--- src/rtl/deser_pkg.sv ---
// deser_pkg: shared constants, bit-order type and width helper for the deserializer.
package deser_pkg;
  localparam int DESER_W_MAX = 64;
  typedef enum logic {LSB_FIRST_E = 1'b0, MSB_FIRST_E = 1'b1} bit_order_e;
  function automatic int mod_width(input int w);
    return $clog2(w + 1);
  endfunction
endpackage

--- src/rtl/deser_out_reg.sv ---
// deser_out_reg: one-entry output register with valid/ready; frees its slot in the same cycle it is drained.
module deser_out_reg import deser_pkg::*; #(
  parameter int DATA_W = 16,
  parameter int MOD_W  = mod_width(DATA_W)
) (
  input  logic              clk_i,
  input  logic              srst_i,
  input  logic              load,
  input  logic [DATA_W-1:0] word,
  input  logic [MOD_W-1:0]  mod,
  output logic              data_ready_o,
  output logic [DATA_W-1:0] deser_data_o,
  output logic [MOD_W-1:0]  deser_data_mod_o,
  output logic              deser_data_val_o,
  input  logic              deser_data_ready_i
);
  assign data_ready_o = ~deser_data_val_o | deser_data_ready_i;
  always_ff @(posedge clk_i or posedge srst_i)
    if (srst_i) begin
      deser_data_o     <= '0;
      deser_data_mod_o <= '0;
      deser_data_val_o <= 1'b0;
    end else if (load) begin
      deser_data_o     <= word;
      deser_data_mod_o <= mod;
      deser_data_val_o <= 1'b1;
    end else if (deser_data_ready_i) begin
      deser_data_val_o <= 1'b0;
    end
  // A load while the held word is still unaccepted would silently drop it.
  a_no_overwrite: assert property (@(posedge clk_i) disable iff (srst_i) load |-> data_ready_o);
endmodule

--- src/rtl/deser_par.sv ---
// deser_par: parametrised serial-to-parallel converter with selectable bit order, flush and backpressure.
module deser_par import deser_pkg::*; #(
  parameter int DATA_W    = 16,
  parameter bit MSB_FIRST = 1'b1,
  parameter int MOD_W     = mod_width(DATA_W)
) (
  input  logic              clk_i,
  input  logic              srst_i,
  input  logic              data_i,
  input  logic              data_val_i,
  input  logic              flush_i,
  output logic              data_ready_o,
  output logic [DATA_W-1:0] deser_data_o,
  output logic [MOD_W-1:0]  deser_data_mod_o,
  output logic              deser_data_val_o,
  input  logic              deser_data_ready_i
);
  localparam bit_order_e        ORDER   = MSB_FIRST ? MSB_FIRST_E : LSB_FIRST_E;
  localparam logic [DATA_W-1:0] LSB_ONE = DATA_W'(1);
  localparam logic [DATA_W-1:0] MSB_ONE = LSB_ONE << (DATA_W - 1);
  localparam logic [MOD_W-1:0]  LAST    = MOD_W'(DATA_W - 1);
  logic [MOD_W-1:0]  cnt, cnt_nx;
  logic [DATA_W-1:0] shreg, shreg_nx, sel;
  logic              bit_acc, flush_acc, done;
  assign bit_acc   = data_val_i & data_ready_o;
  assign flush_acc = flush_i & data_ready_o;
  // Bits are written in place rather than shifted, so a flushed partial word already has its unfilled positions at 0.
  always_comb begin
    sel      = ORDER == MSB_FIRST_E ? MSB_ONE >> cnt : LSB_ONE << cnt;
    shreg_nx = bit_acc & data_i ? shreg | sel : shreg;
    cnt_nx   = cnt + MOD_W'(bit_acc);
    done     = (bit_acc & (cnt == LAST)) | (flush_acc & (cnt_nx != '0));
  end
  always_ff @(posedge clk_i or posedge srst_i)
    if (srst_i) begin
      cnt   <= '0;
      shreg <= '0;
    end else begin
      cnt   <= done ? '0 : cnt_nx;
      shreg <= done ? '0 : shreg_nx;
    end
  deser_out_reg #(.DATA_W(DATA_W), .MOD_W(MOD_W)) u_out (
    .clk_i              (clk_i),
    .srst_i             (srst_i),
    .load               (done),
    .word               (shreg_nx),
    .mod                (cnt_nx),
    .data_ready_o       (data_ready_o),
    .deser_data_o       (deser_data_o),
    .deser_data_mod_o   (deser_data_mod_o),
    .deser_data_val_o   (deser_data_val_o),
    .deser_data_ready_i (deser_data_ready_i)
  );
  a_width: assert property (@(posedge clk_i) DATA_W >= 2 && DATA_W <= DESER_W_MAX);
  a_cnt_range: assert property (@(posedge clk_i) disable iff (srst_i) cnt <= LAST);
  a_mod_range: assert property (@(posedge clk_i) disable iff (srst_i)
    deser_data_val_o |-> deser_data_mod_o != '0 && deser_data_mod_o <= MOD_W'(DATA_W));
  a_hold: assert property (@(posedge clk_i) disable iff (srst_i)
    deser_data_val_o & ~deser_data_ready_i |=> deser_data_val_o & $stable(deser_data_o) & $stable(deser_data_mod_o));
endmodule

--- config.mk ---
export PLATFORM = sky130hd
export DESIGN_NAME = deser_par
export DESIGN_NICKNAME = d
export VERILOG_FILES = /design/src/rtl/deser_pkg.sv /design/src/rtl/deser_out_reg.sv /design/src/rtl/deser_par.sv
export SDC_FILE = /design/constraint.sdc
export NUM_CORES = 1
export LEC_CHECK = 0
export ABC_CLOCK_PERIOD_IN_PS = 3220
export CORE_MARGIN = 4
export CORE_UTILIZATION = 45
export CTS_BUF_LIST = sky130_fd_sc_hd__clkbuf_4 sky130_fd_sc_hd__clkbuf_8
export DETAILED_ROUTE_END_ITERATION = 7
export GPL_TIMING_DRIVEN = 0
export PLACE_DENSITY_LB_ADDON = 0.2
export SLEW_MARGIN = 15
export SYNTH_ARGS = -nofsm -noshare
export SYNTH_HDL_FRONTEND = slang
export SYNTH_SLANG_ARGS = --single-unit
--- constraint.sdc ---
create_clock -name clk_i -period 3.22 [get_ports clk_i]
set_clock_uncertainty 0.15 [all_clocks]
set_input_delay 0.483 -clock clk_i [delete_from_list [all_inputs] [get_ports clk_i]]
set_output_delay 0.483 -clock clk_i [all_outputs]
set_load 0.05 [all_outputs]
clocks.png
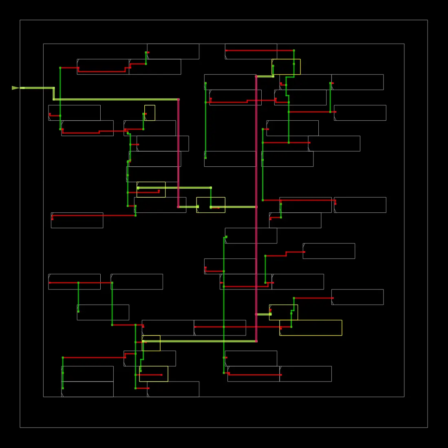
flop count: 43
clock sinks: 43
later-pin clock latency in the skew report: 0.30 ns

placement_by_type.png
Drawn at 6 px/um.
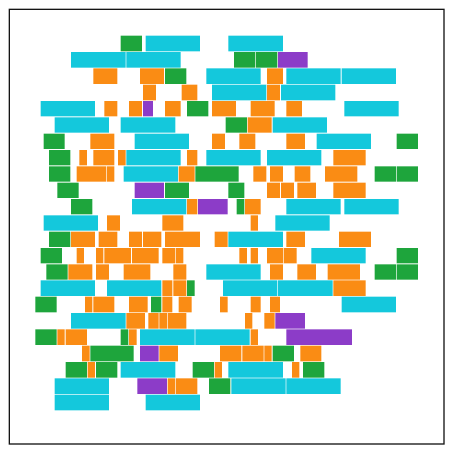
- cyan: flops (cells 43)
- purple: clock drivers and dummy loads (cells 8)
- green: other buffers and delay cells (cells 36)
- orange: combinational and other logic (cells 95)
sequential portion of the cell area: 46.2%
share of the core filled with cells: 58.3%
final design instance area without fill: 0.00233 mm^2

==> summary.txt <==
On the backend side, the flow ran end to end.

After floorplanning, the core was divided into 23 placement rows. The ratio of cells with drive above 1 in the final layout stands at 14.8%. The max-slew violation total from the final report stands at 0. The floorplan step set the die width to around 72 um. Sorting the Yosys area breakdown by cell type puts at the top sky130_fd_sc_hd__dfrtp_1. The switching power stands at ~0.7 mW.

Entering global routing, the biggest net connects 33 pins. The largest voltage drop on the vdd net stands at approximately 0.54 mV. After the flow finishes, the layout carries non-filler instances totaling between 200 and 250.

From the final report, the count of setup violators was given as 0. The run finished with clean final reports. STA puts the critical path data required time at roughly 3.3 ns.

Global routing used between 10% and 20% of the available tracks. The number of synthesized flops with an enable pin stands at 0. The commonest register cell is sky130_fd_sc_hd__dfrtp_1.

The share of the core area taken by cells at floorplan is between 40% and 50%. The per-cell via count in the routed design stands at between 5 and 6. The worst setup path is launched from an input port. The part of the Yosys area used for sequential elements stands at roughly 58%. Routed signal wires occupy layers up through met4. The post-synthesis cell type count stands at 30. The synthesized area per cell stands at ~13 um^2.

RePlAce ended its routability-driven mode at a weighted congestion of 0.781. Per the breakdown, switching nets consume a little under two fifths of all power. The number of hold violations in the final report stands at 0. Across the whole layout, multi-input logic makes up 29.8% of the cell area.

The met2 wire length stands at 1.63 mm. The count of maximum capacitance violations stands at 0. The actual slew at the worst max-slew pin stands at 0.551 ns. The final-stage net count stands at approximately 190. The vertical die dimension reported for this design is between 70 and 80 um. The post-place instance area stands at 0.00222 mm^2. The number of buffers created by CTS stands at 5.

The mapped cell area stands at 0.00186 mm^2. The remaining global-route overflow stands at 0. For the worst reg-to-reg path, the endpoint reported by OpenROAD is shreg[10]. Routing resource usage on met2 recorded by global route was 23.4%. Per the cell usage report, the commonest logic cell in the layout is sky130_fd_sc_hd__dfrtp_1. The area occupied by registers stands at between 0.001 and 0.0015 mm^2. STA classifies the critical path endpoint as a flip-flop. After detailed placement, the design holds a cell count of around 220. The setup path with the least slack is of type in -> reg. The cell count of the worst reg-to-reg path stands at 10. The sum of routed wire segments on met1 stands at ~1.6 mm. The logic gate share of total power stands at 40.8%. The highest achievable clock rate stands at between 0.3 and 0.4 GHz. In the final routed layout, each cell accounts on average for ~15 um. After synthesis, the design contains 145 cells according to Yosys. After layout, the worst path uses 89.9% of the clock period. Yosys attributes the largest share of cell area to sky130_fd_sc_hd__dfrtp_1 58%, sky130_fd_sc_hd__and2_1 5.4%, sky130_fd_sc_hd__mux2_1 4.9%. The number of setup buffers added after CTS stands at 0. The clock share of power stands at 22.6%.

The path class of the tightest hold or removal check is in -> async. The via count of the first global-routing pass was about 1300. The total design power stands at about 1.9 mW.

The number of buffers inserted by hold repair at cts stands at 0. The core footprint stands at between 0.004 and 0.005 mm^2. The maximum root-to-sink buffer count stands at 2. The final layout report lists a filler cell count of ~340.

In this run the critical register-to-register path is launched from u_out.deser_data_val_o. According to the I/O placement log, the pin count is 29. Counting instances in the post-synthesis netlist gives the leading cell types as 43 x sky130_fd_sc_hd__dfrtp_1, 16 x sky130_fd_sc_hd__and2_1, 11 x sky130_fd_sc_hd__nor2_1. Data on the critical path arrives at its endpoint at about 3.0 ns.

The library cells used most frequently in the layout, excluding fill and tap cells, are 43 x sky130_fd_sc_hd__dfrtp_1, 28 x sky130_fd_sc_hd__clkdlybuf4s50_1, 16 x sky130_fd_sc_hd__and2_1. The internal reg-to-reg setup slack stands at 0.57 ns. The violation tally recorded at the end of detailed-routing iteration 0 is just over 70.

Per the run report, area growth between synthesis and finish was 25.6%. The worst path meets setup with approximately 0.33 ns of slack. The register share of total power stands at between 30 and 40%. After clock tree synthesis, the clock-pin slew on the worst setup and hold paths is 0.09 ns.
layer_met3.png
Drawn at 4 px/um. Cells faint in the background.
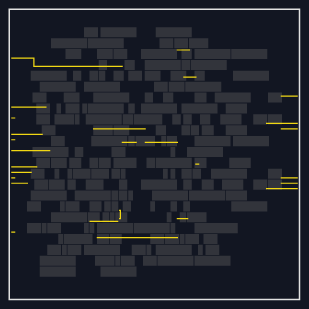
- share of all routed wire: 4.8%
- nets with wire on the layer: 21
post-detailed-routing wire length: 3.51 mm
total number of vias: 1180
met3 usage: 4.99%

cell families after synthesis:
group                    share of synthesized area (%)
adder cells (fa/ha/maj)                           1.35
AND/OR/NAND/NOR                                   11.9
flip-flops                                        58.0
XOR/XNOR                                          1.89
buffers and inverters                             4.59
multiplexers                                      13.5
AND-OR/OR-AND                                     8.77
how the worst max path moves through the flow:
stage | from | to | cells past startpoint
6_report | deser_data_ready_i | shreg[10] | 11
3_5_place_dp | deser_data_ready_i | shreg[10] | 11
3_3_place_gp | deser_data_ready_i | u_out.deser_data_o[8] | 12
4_1_cts | deser_data_ready_i | shreg[10] | 11
2_1_floorplan | u_out.deser_data_val_o | u_out.deser_data_o[3] | 11
5_1_grt | deser_data_ready_i | shreg[11] | 11
worst max-delay path, cell delays in order:
cell                              delay (ns)
sky130_fd_sc_hd__clkdlybuf4s50_1        0.39
sky130_fd_sc_hd__nand2b_4               0.15
sky130_fd_sc_hd__and2_1                 0.17
sky130_fd_sc_hd__ha_1                   0.20
sky130_fd_sc_hd__ha_1                   0.23
sky130_fd_sc_hd__nor3_1                 0.21
sky130_fd_sc_hd__a31o_1                 0.15
sky130_fd_sc_hd__a31oi_2                0.11
sky130_fd_sc_hd__a41oi_2                0.36
sky130_fd_sc_hd__clkbuf_1               0.33
sky130_fd_sc_hd__and2_1                 0.19
power groups by stage:
stage	combinational (mW)	sequential [mW]	clock [mW]
after floorplan	0.382	0.858	0
after global placement	0.754	0.687	0
after detailed placement	0.767	0.692	0
after CTS	0.770	0.682	0.431
after global routing	0.818	0.697	0.461
final	0.759	0.681	0.421
registers in the layout (all words and copies together) (netlist names):
name / count
u_out.deser_data_o: 16
cnt: 5
u_out.deser_data_mod_o: 5
u_out.deser_data_val_o: 1
shreg: 16
Power figures rest on the tool's default switching activity, not on a simulated workload.
